==> config.mk <==
export PLATFORM = sky130hd
export DESIGN_NAME = usb_bit_stuffer
export DESIGN_NICKNAME = d
export VERILOG_FILES = /design/src/rtl/usb_bit_stuffer.sv
export SDC_FILE = /design/constraint.sdc
export NUM_CORES = 1
export LEC_CHECK = 0
export CAP_MARGIN = 20
export CORE_MARGIN = 4
export CORE_UTILIZATION = 50
export CTS_BUF_LIST = sky130_fd_sc_hd__clkbuf_8 sky130_fd_sc_hd__clkbuf_16
export CTS_CLUSTER_SIZE = 12
export DETAILED_ROUTE_END_ITERATION = 12
export PLACE_DENSITY = 0.72
export SLEW_MARGIN = 10
export SYNTH_ARGS = -nofsm -noshare
export SYNTH_HDL_FRONTEND = slang
export SYNTH_SLANG_ARGS = --single-unit
==> constraint.sdc <==
create_clock -name clk -period 3.2 [get_ports clk]
set_input_delay 0.64 -clock clk [delete_from_list [all_inputs] [get_ports clk]]
set_output_delay 0.64 -clock clk [all_outputs]
set_load 0.02 [all_outputs]
Figure 1. Wiring by layer.
Two of the layers only.
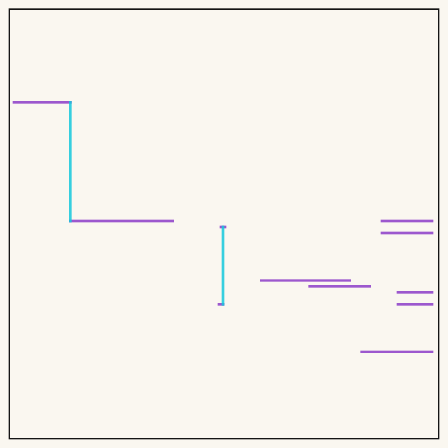
Purple is metal 3, wire length 63.0 um. Cyan is metal 4, wire length 22.4 um.
vias: 586
final WL: 1.44 mm

Figure 2. Clock distribution.
The bar under the picture is 10 um long.
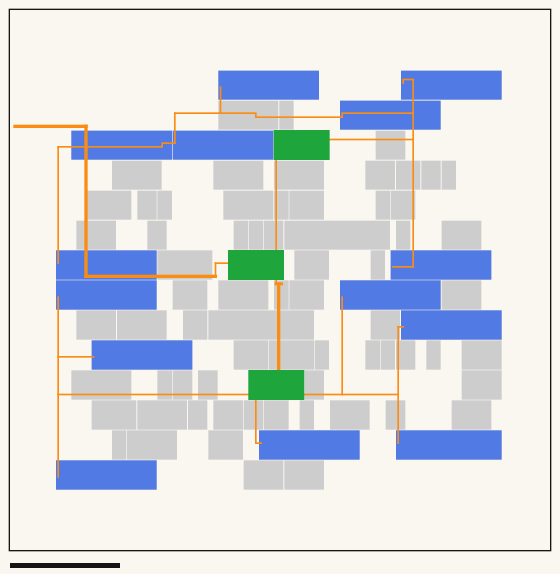
Orange is clock wires, length 212 um. Green is clock drivers, count 3. Blue is flip-flops, count 14.
There are 4 routed clock nets. Position of the flops: widely spread.
clock group total power: 0.000147 W
Clock power frac: 14.4%

Figure 3. Cell classes on the final placement.
The bar under the picture is 10 um long.
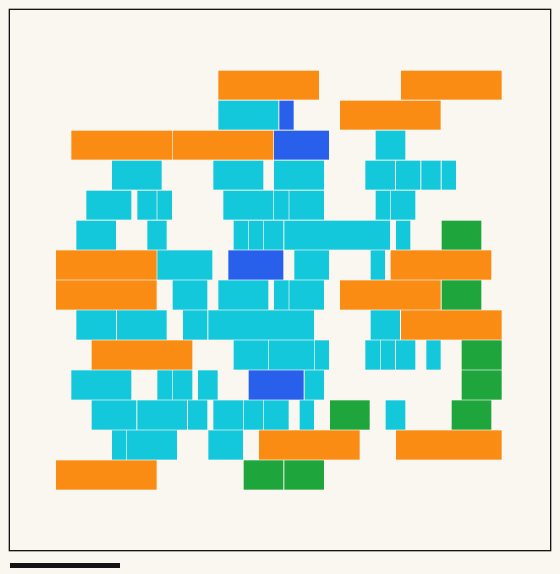
Orange is flops, cells 14, share of their area 37%. Green is other buffers and delay cells, cells 8, share of their area 8.4%. Cyan is combinational and other logic, cells 59, share of their area 50%. Blue is clock drivers and dummy loads, cells 4, share of their area 4.7%.
Core ar.: 1540 um^2
fraction of area in registers: 36.3%

Figure 4. PDN straps and rails.
Pins as bars on the die edge.
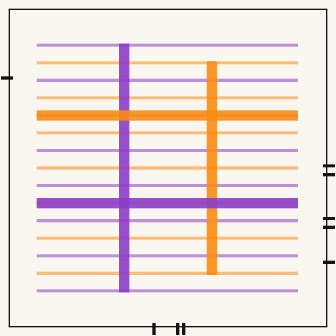
Orange is VDD. Purple is VSS.
15 met1 rails follow the rows. 2 straps on met4.
Chip Width: 49.0 um
Worst VDD drop: 0.000550 V
die height: 49.0 um

==> flow_summary.json <==
{
  "status": "finished clean",
  "drt-pass1-iter-count": 4,
  "p_leak_nw": 0.442,
  "post-route-util_pct": 62.9,
  "post-cts-setup-buffer-count": 0,
  "cp-end-kind": "output port",
  "top_cell_area_share_pct": 38.7,
  "hold_violations": 0,
  "netlist_area_um2": 840,
  "ys_cells": 75,
  "rsz0062_at_grt": "false",
  "lay_top_cells": "dfrtp_1, ha_1, clkdlybuf4s50_1",
  "met1_usage_pct": 17.2,
  "worst_slack_ps": 688,
  "yosys.area.top_type": "dfrtp_1",
  "finalSetupViolCount": 0,
  "dieArea_um2": 2400,
  "hold_slack_ps": 473,
  "reg2regPathDepth": 5,
  "cts-root-buf": "clkbuf_8",
  "max_freq_mhz": 398,
  "bufAreaShareNonClock_pct": 8.26,
  "powerSeq_w": 0.000298,
  "ys_seq_share_pct": 41.9,
  "grt.busiest_layer": "met2",
  "net-switching-power_w": 0.000413,
  "dpl.hpwl_mm": 1.04,
  "seqPwrFrac_pct": 29.0,
  "gp_congestion": 0.687,
  "fin_skew_ps": 0.961,
  "clock_sinks": 14,
  "nNonClkBuffers": 8,
  "cts_tree": "built",
  "synth-edff-count": 0,
  "internal_power_w": 0.000612,
  "fp_nets": 87,
  "flop_cell": "dfrtp_1",
  "tool_warnings": 30,
  "finalMaxSlewViolations": 0,
  "wl_met1_um": 681,
  "synth.comb.largest_family": "AND-OR/OR-AND gates",
  "power.group.top": "combinational logic",
  "max_slew.worst_pin.slew_ps": 636,
  "grt_pass1_vias": 550,
  "regArea_um2": 352,
  "diodes": 0,
  "final_cells": 101,
  "drt_iter0_drc": 11,
  "cts.reportedPaths.clkPinSlew_ps": 60,
  "grt_use_met2_pct": 20.9,
  "pre_cts_ws_ps": 754,
  "r2r_slack_ps": 1430,
  "row_count": 14,
  "overflow": 0,
  "cp.arrival_ps": 1870,
  "power_density_nw_per_um2": 1060,
  "drive_above_1_share_pct": 21.2,
  "synthAoiAreaFrac_pct": 23.4,
  "period_used_pct": 78.5,
  "largestClassByArea": "combinational gates",
  "grt_usage_pct": 13.2,
  "final.fill_count": 137,
  "p_sw_share_pct": 40.3,
  "tap_cells": 16,
  "crit_path_max_incr_delay_ps": 550,
  "setup_tns_ps": 0
}
Power is estimated from default activity; no workload was simulated.
